--- src/rtl/morse_pkg.sv ---
// Shared Morse definitions: FSM states, phase lengths in units, and the A-Z element table.
// The table is also consumed by the receive-side match logic.
package morse_pkg;

    typedef enum logic [2:0] {
        IDLE,
        MARK,
        ELEM_GAP,
        CHAR_GAP,
        WORD
    } state_t;

    localparam logic [2:0] DOT_UNITS        = 3'd1;
    localparam logic [2:0] DASH_UNITS       = 3'd3;
    localparam logic [2:0] ELEM_GAP_UNITS   = 3'd1;
    localparam logic [2:0] CHAR_GAP_UNITS   = 3'd3;
    localparam logic [2:0] WORD_EXTRA_UNITS = 3'd4;
    localparam logic [4:0] CODE_SPACE       = 5'd26;
    localparam int         NUM_LETTERS      = 26;

    typedef struct packed {
        logic [2:0] len;
        logic [3:0] pat;
    } morse_entry_t;

    // pat is read from bit len-1 down to bit 0; 1 = dash, 0 = dot.
    localparam morse_entry_t MORSE_TABLE [NUM_LETTERS] = '{
        '{3'd2, 4'b0001},  // A .-
        '{3'd4, 4'b1000},  // B -...
        '{3'd4, 4'b1010},  // C -.-.
        '{3'd3, 4'b0100},  // D -..
        '{3'd1, 4'b0000},  // E .
        '{3'd4, 4'b0010},  // F ..-.
        '{3'd3, 4'b0110},  // G --.
        '{3'd4, 4'b0000},  // H ....
        '{3'd2, 4'b0000},  // I ..
        '{3'd4, 4'b0111},  // J .---
        '{3'd3, 4'b0101},  // K -.-
        '{3'd4, 4'b0100},  // L .-..
        '{3'd2, 4'b0011},  // M --
        '{3'd2, 4'b0010},  // N -.
        '{3'd3, 4'b0111},  // O ---
        '{3'd4, 4'b0110},  // P .--.
        '{3'd4, 4'b1101},  // Q --.-
        '{3'd3, 4'b0010},  // R .-.
        '{3'd3, 4'b0000},  // S ...
        '{3'd1, 4'b0001},  // T -
        '{3'd3, 4'b0001},  // U ..-
        '{3'd4, 4'b0001},  // V ...-
        '{3'd3, 4'b0011},  // W .--
        '{3'd4, 4'b1001},  // X -..-
        '{3'd4, 4'b1011},  // Y -.--
        '{3'd4, 4'b1100}   // Z --..
    };

endpackage

--- src/rtl/morse_lut.sv ---
// Combinational character lookup: letter code to {valid, len, pat}.
// Word space and codes 27-31 report valid=0 with len/pat cleared.
module morse_lut
    import morse_pkg::*;
(
    input  logic [4:0] char_in,
    output logic       valid,
    output logic [2:0] len,
    output logic [3:0] pat
);

    logic [NUM_LETTERS-1:0] hit;

    genvar gi;
    generate
        for (gi = 0; gi < NUM_LETTERS; gi++) begin : g_hit
            assign hit[gi] = (char_in == 5'(gi));
        end
    endgenerate

    always_comb begin
        valid = |hit;
        len   = '0;
        pat   = '0;
        for (int i = 0; i < NUM_LETTERS; i++) begin
            if (hit[i]) begin
                len = MORSE_TABLE[i].len;
                pat = MORSE_TABLE[i].pat;
            end
        end
    end

endmodule

--- src/rtl/morse_encoder.sv ---
// Morse transmitter: one character per start/ready handshake, keyed output timed
// in units of UNIT_CYCLES clocks by an internal prescaler.
module morse_encoder
    import morse_pkg::*;
#(
    parameter int UNIT_CYCLES = 50
) (
    input  logic       CLK,
    input  logic       RST,
    input  logic [4:0] char_in,
    input  logic       start,
    output logic       ready,
    output logic       key_out,
    output logic       done,
    output logic       err
);

    localparam int CW = $clog2(UNIT_CYCLES);

    logic          lut_valid;
    logic [2:0]    lut_len;
    logic [3:0]    lut_pat;

    state_t        state_reg;
    logic [CW-1:0] prescale_reg;
    logic [1:0]    unit_cnt_reg;
    logic [1:0]    idx_reg;
    logic [3:0]    pat_reg;
    logic          key_reg;
    logic          done_reg;
    logic          err_reg;
    logic          ready_reg;

    logic          tick;
    logic [2:0]    phase_units;
    logic          unit_last;
    logic          phase_end;
    logic          done_next;

    morse_lut u_lut (
        .char_in (char_in),
        .valid   (lut_valid),
        .len     (lut_len),
        .pat     (lut_pat)
    );

    assign tick = (prescale_reg == CW'(UNIT_CYCLES - 1));

    always_comb begin
        phase_units = ELEM_GAP_UNITS;
        case (state_reg)
            MARK:     phase_units = pat_reg[idx_reg] ? DASH_UNITS : DOT_UNITS;
            ELEM_GAP: phase_units = ELEM_GAP_UNITS;
            CHAR_GAP: phase_units = CHAR_GAP_UNITS;
            WORD:     phase_units = WORD_EXTRA_UNITS;
            default:  phase_units = ELEM_GAP_UNITS;
        endcase
    end

    assign unit_last = ({1'b0, unit_cnt_reg} == (phase_units - 3'd1));
    assign phase_end = tick && unit_last;
    // done is registered, so raise it one cycle ahead of the phase's final tick.
    assign done_next = ((state_reg == CHAR_GAP) || (state_reg == WORD)) && unit_last
                       && (prescale_reg == CW'(UNIT_CYCLES - 2));

    always_ff @(posedge CLK or posedge RST) begin
        if (RST) begin
            state_reg    <= IDLE;
            prescale_reg <= '0;
            unit_cnt_reg <= '0;
            idx_reg      <= '0;
            pat_reg      <= '0;
            key_reg      <= 1'b0;
            done_reg     <= 1'b0;
            err_reg      <= 1'b0;
            ready_reg    <= 1'b1;
        end else begin
            done_reg <= done_next;
            err_reg  <= 1'b0;
            if (state_reg == IDLE) begin
                prescale_reg <= '0;
                unit_cnt_reg <= '0;
                if (start && ready_reg) begin
                    if (lut_valid) begin
                        state_reg <= MARK;
                        pat_reg   <= lut_pat;
                        idx_reg   <= 2'(lut_len - 3'd1);
                        key_reg   <= 1'b1;
                        ready_reg <= 1'b0;
                    end else if (char_in == CODE_SPACE) begin
                        state_reg <= WORD;
                        ready_reg <= 1'b0;
                    end else begin
                        err_reg <= 1'b1;
                    end
                end
            end else begin
                prescale_reg <= tick ? '0 : prescale_reg + 1'b1;
                if (tick) begin
                    unit_cnt_reg <= unit_last ? 2'd0 : unit_cnt_reg + 2'd1;
                end
                if (phase_end) begin
                    if (state_reg == MARK) begin
                        key_reg <= 1'b0;
                        if (idx_reg != 2'd0) begin
                            state_reg <= ELEM_GAP;
                            idx_reg   <= idx_reg - 2'd1;
                        end else begin
                            state_reg <= CHAR_GAP;
                        end
                    end else if (state_reg == ELEM_GAP) begin
                        state_reg <= MARK;
                        key_reg   <= 1'b1;
                    end else begin
                        state_reg <= IDLE;
                        ready_reg <= 1'b1;
                    end
                end
            end
        end
    end

    assign key_out = key_reg;
    assign done    = done_reg;
    assign err     = err_reg;
    assign ready   = ready_reg;

endmodule

--- config.mk ---
export PLATFORM = sky130hd
export DESIGN_NAME = morse_encoder
export DESIGN_NICKNAME = d
export VERILOG_FILES = /design/src/rtl/morse_pkg.sv /design/src/rtl/morse_lut.sv /design/src/rtl/morse_encoder.sv
export SDC_FILE = /design/constraint.sdc
export NUM_CORES = 1
export LEC_CHECK = 0
export CORE_ASPECT_RATIO = 0.75
export CORE_MARGIN = 1.5
export CORE_UTILIZATION = 50
export DETAILED_ROUTE_END_ITERATION = 7
export PLACE_DENSITY = 0.82
export SLEW_MARGIN = 20
export SYNTH_ARGS = -nofsm -noshare
export SYNTH_HDL_FRONTEND = slang
export SYNTH_SLANG_ARGS = --single-unit
--- constraint.sdc ---
create_clock -name CLK -period 3.4 [get_ports CLK]
set_input_delay 0.34 -clock CLK [delete_from_list [all_inputs] [get_ports CLK]]
set_output_delay 0.34 -clock CLK [all_outputs]
set_load 0.02 [all_outputs]
Fig. 1: placement density heat map
Drawn at 6 px/um. 6 x 5 tiles, from black (low) to pale yellow (high), 0 to 100% covered.
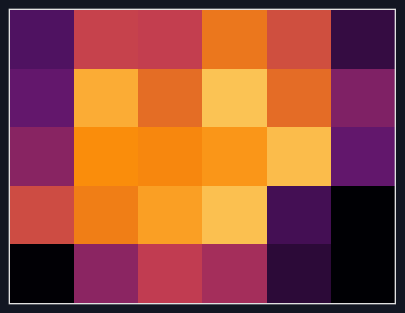
emptiest ninth of the die = lower right
fullest tile = 87%
tiles over 75% full = 23%
fin util: 0.5938
Initial Utilization: 0.5298
core footprint: 2643 um2

Fig. 2: PDN straps and rails
Drawn at 6 px/um. Pins as bars on the die edge.
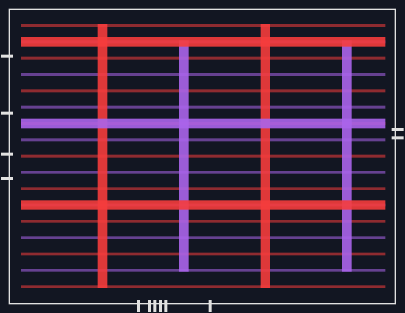
red -> VSS
purple -> VDD
met1 rails = 17
met4 straps = 4
rows = 16
met5 straps = 3
peak supply drop: 0.2047 mV
Die Span Y: 48.83 um

Fig. 3: sequential cells coloured by netlist name
Drawn at 6 px/um. Other sequential cells in the stronger grey, the rest of the logic in the fainter grey.
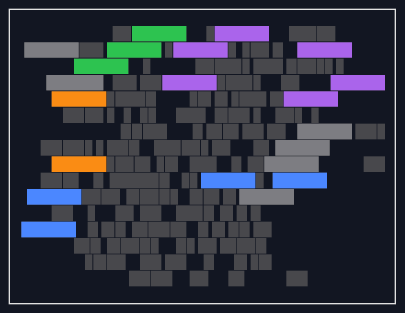
orange -> idx_reg  # flops 2
green -> state_reg  # flops 3
blue -> pat_reg  # flops 4
purple -> prescale_reg  # flops 6
Seq. pwr: 0.252 mW
sequential share of cell area: 0.3357
FF+latch area: 526.8 um2

Fig. 4: clock nets
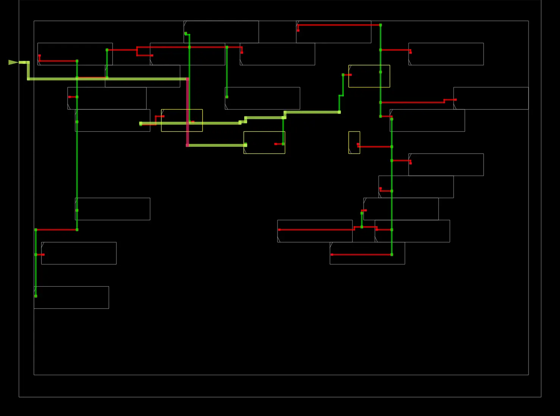
Late-Pin Clk Latency: 0.26 ns
worst-case clock skew: 0.002523 ns
Sink Count: 21
flip-flops: 21

==> flow_metrics.py <==
# Flow results
metrics = {
    "status": {
        "status": "finished clean",
    },
    "global_route": {
        "grt.total_usage": 0.2095,
        "grt_pass1_vias": 1128,
        "grt_first_pass_wirelength_mm": 5.216,
        "gr-total-overflow": 0,
        "antenna_found_initial": 0,
        "grt_max_degree": 22,
    },
    "route": {
        "drt_iter0_drc": 47,
        "wire_per_inst_um": 15.72,
        "routed_via_density": 6.197,
        "finalWirelength_mm": 3.112,
        "ant_nets": 0,
        "firstDrtPassIters": 6,
        "dr_total_vias": 1227,
        "route.detailed.drc": 0,
    },
    "placed_design": {
        "dp.cells": 194,
        "pre_cts_ws_ns": 0.8261,
        "port_buffers": 11,
        "place.detailed.hpwl_mm": 2.249,
        "gp_congestion": 0.8642,
    },
    "cells_and_area": {
        "drive_above_1_share": 0.06173,
        "n_antenna_cell": 0,
        "largest_reg_flops": 6,
        "lay_top_cells": "20 x dfrtp_1, 14 x nor2_1, 14 x nand2_1",
        "fin_cells": 198,
        "syn2layout_area_growth_pct": 12.06,
        "fillers": 248,
        "layout_top_cell": "dfrtp_1",
        "fin_nets": 176,
    },
    "clocking": {
        "ctsHtreeMaxLevel": 1,
        "cts_buffer_depth": 2,
        "cts_tree": "built",
        "cts-resized-gates": 0,
        "post-cts-setup-buffers": 0,
        "cts.reportedPaths.clkPinSlew_ns": 0.07,
        "cts_buffers": 3,
        "cts_hold_buf": 0,
        "root_buffer": "clkbuf_8",
    },
    "synthesis": {
        "yosysWarnings": 0,
        "edf_count": 0,
        "ys_ff": 21,
        "yosysTopAreaCell": "dfrtp_1",
        "yosysChipArea_um2": 1400,
        "syn_area_um2": 1400,
        "yosysUniqueCellTypes": 55,
        "ff_type": "dfrtp_1",
        "top_cell": "dfrtp_1",
        "synthesis.nets": 168,
        "common_cells": "20 x dfrtp_1, 14 x nand2_1, 14 x nor2_1",
        "top_cells_by_area": "dfrtp_1 36%, ha_1 4.5%, nand2_1 3.8%, nor2_1 3.8%, a21oi_1 2.5%",
        "async_flop_share": 1.000,
        "yosysCellCount": 155,
        "syn_avg_cell_area_um2": 9.033,
        "yosysSeqAreaShare": 0.3762,
        "top_cell_area_share": 0.3575,
        "syn_inst": 155,
    },
    "critical_path": {
        "end_kind": "flop",
        "reg2reg_slack_ns": 0.81,
        "cp_max_fo": 4,
        "required_ns": 3.54,
        "worstSetupPathType": "flop to flop",
        "r2r-start": "idx_reg[0]",
        "startpoint_type": "flop",
        "reg2reg_depth": 8,
        "cp-endpoint": "key_out",
        "critPathArrivalTime_ns": 2.73,
        "r2r-end": "key_out",
        "startpoint": "idx_reg[0]",
    },
    "hold_path": {
        "hold_class": "input pin to async pin",
    },
    "final_timing": {
        "min_period_ns": 2.590,
        "rsz0062_at_grt": "false",
        "setup_violations": 0,
        "fin_crit_sh": 0.7619,
        "hold_violations": 0,
        "slew_headroom": 0.4923,
        "final_max_slew_viol_count": 0,
        "timing.hold.ws_ns": 0.5090,
        "worstMarginPinSlew_ns": 0.7607,
        "totalNegativeSetupSlack_ns": 0,
        "max_freq_ghz": 0.3860,
        "setup_ws_ns": 0.8096,
    },
    "floorplan": {
        "die_x_um": 64.11,
        "rows": 16,
        "chip_area_um2": 3130,
        "io_pins": 12,
    },
    "job": {
        "drv_cap": 0,
        "warning_count": 30,
    },
    "power": {
        "power_density_nw_per_um2": 294.3,
        "leakagePower_nw": 0.6580,
    },
}
## logic make-up (layout without fill, tap and decap cells)
group           count (synthesis)  count (layout)  share of synthesized area
simple gates                   57              57                     0.2216
mux                             4               4                    0.03932
compound gates                 46              46                     0.2332
buf+inv                        15              22                    0.04111
fa+ha+maj                       5               5                    0.04468
xor+xnor                        7               7                    0.04379
flops                          21              21                     0.3762
## per-layer routing
layer | vias to the layer above | wire length [um] | share of wire | GRT usage
met5 | - | 0 | 0 | 0
met4 | 0 | 8 | 0.0026 | 0.02837
li1 | 587 | - | - | -
met2 | 52 | 1384 | 0.44 | 0.3194
met3 | 2 | 232 | 0.075 | 0.04850
met1 | 586 | 1487 | 0.48 | 0.3137
## metrics by stage
| stage | power [mW] | instance area [um2] |
|---|---|---|
| after detailed placement | 0.3055 | 1524 |
| after global routing | 0.4799 | 1569 |
| after CTS | 0.4643 | 1569 |
| final | 0.4617 | 1569 |
| after global placement | 0.3037 | 1524 |
| after floorplan | 0.2896 | 1400 |
## where the power goes
part           leakage [nW]  switching, mW  internal [mW]  total [mW]
logic                 0.372         0.0291         0.0200      0.0491
clock network        0.0228         0.0771         0.0834       0.161
registers             0.263        0.00119          0.251       0.252
total                 0.658          0.107          0.354       0.462
## area by class of cell
type                       instances  area [um2]  share of cell area
inverter                           7       26.28             0.01675
clock buffer                       4       45.04             0.02871
tap                               36       45.04             0.02871
timing repair buffer              11       110.1             0.07018
sequential                        21       526.8              0.3357
multi-input combinational        119       815.8              0.5199
## critical path, cell delays in order (launching register included)
cell     delay [ns]
dfrtp_1        0.40
mux4_2         0.50
nor2_1         0.08
or2_1          0.14
ha_1           0.24
xnor2_1        0.16
or2_4          0.26
o41a_1         0.43
a22o_1         0.27
Power and IR drop assume default switching activity.
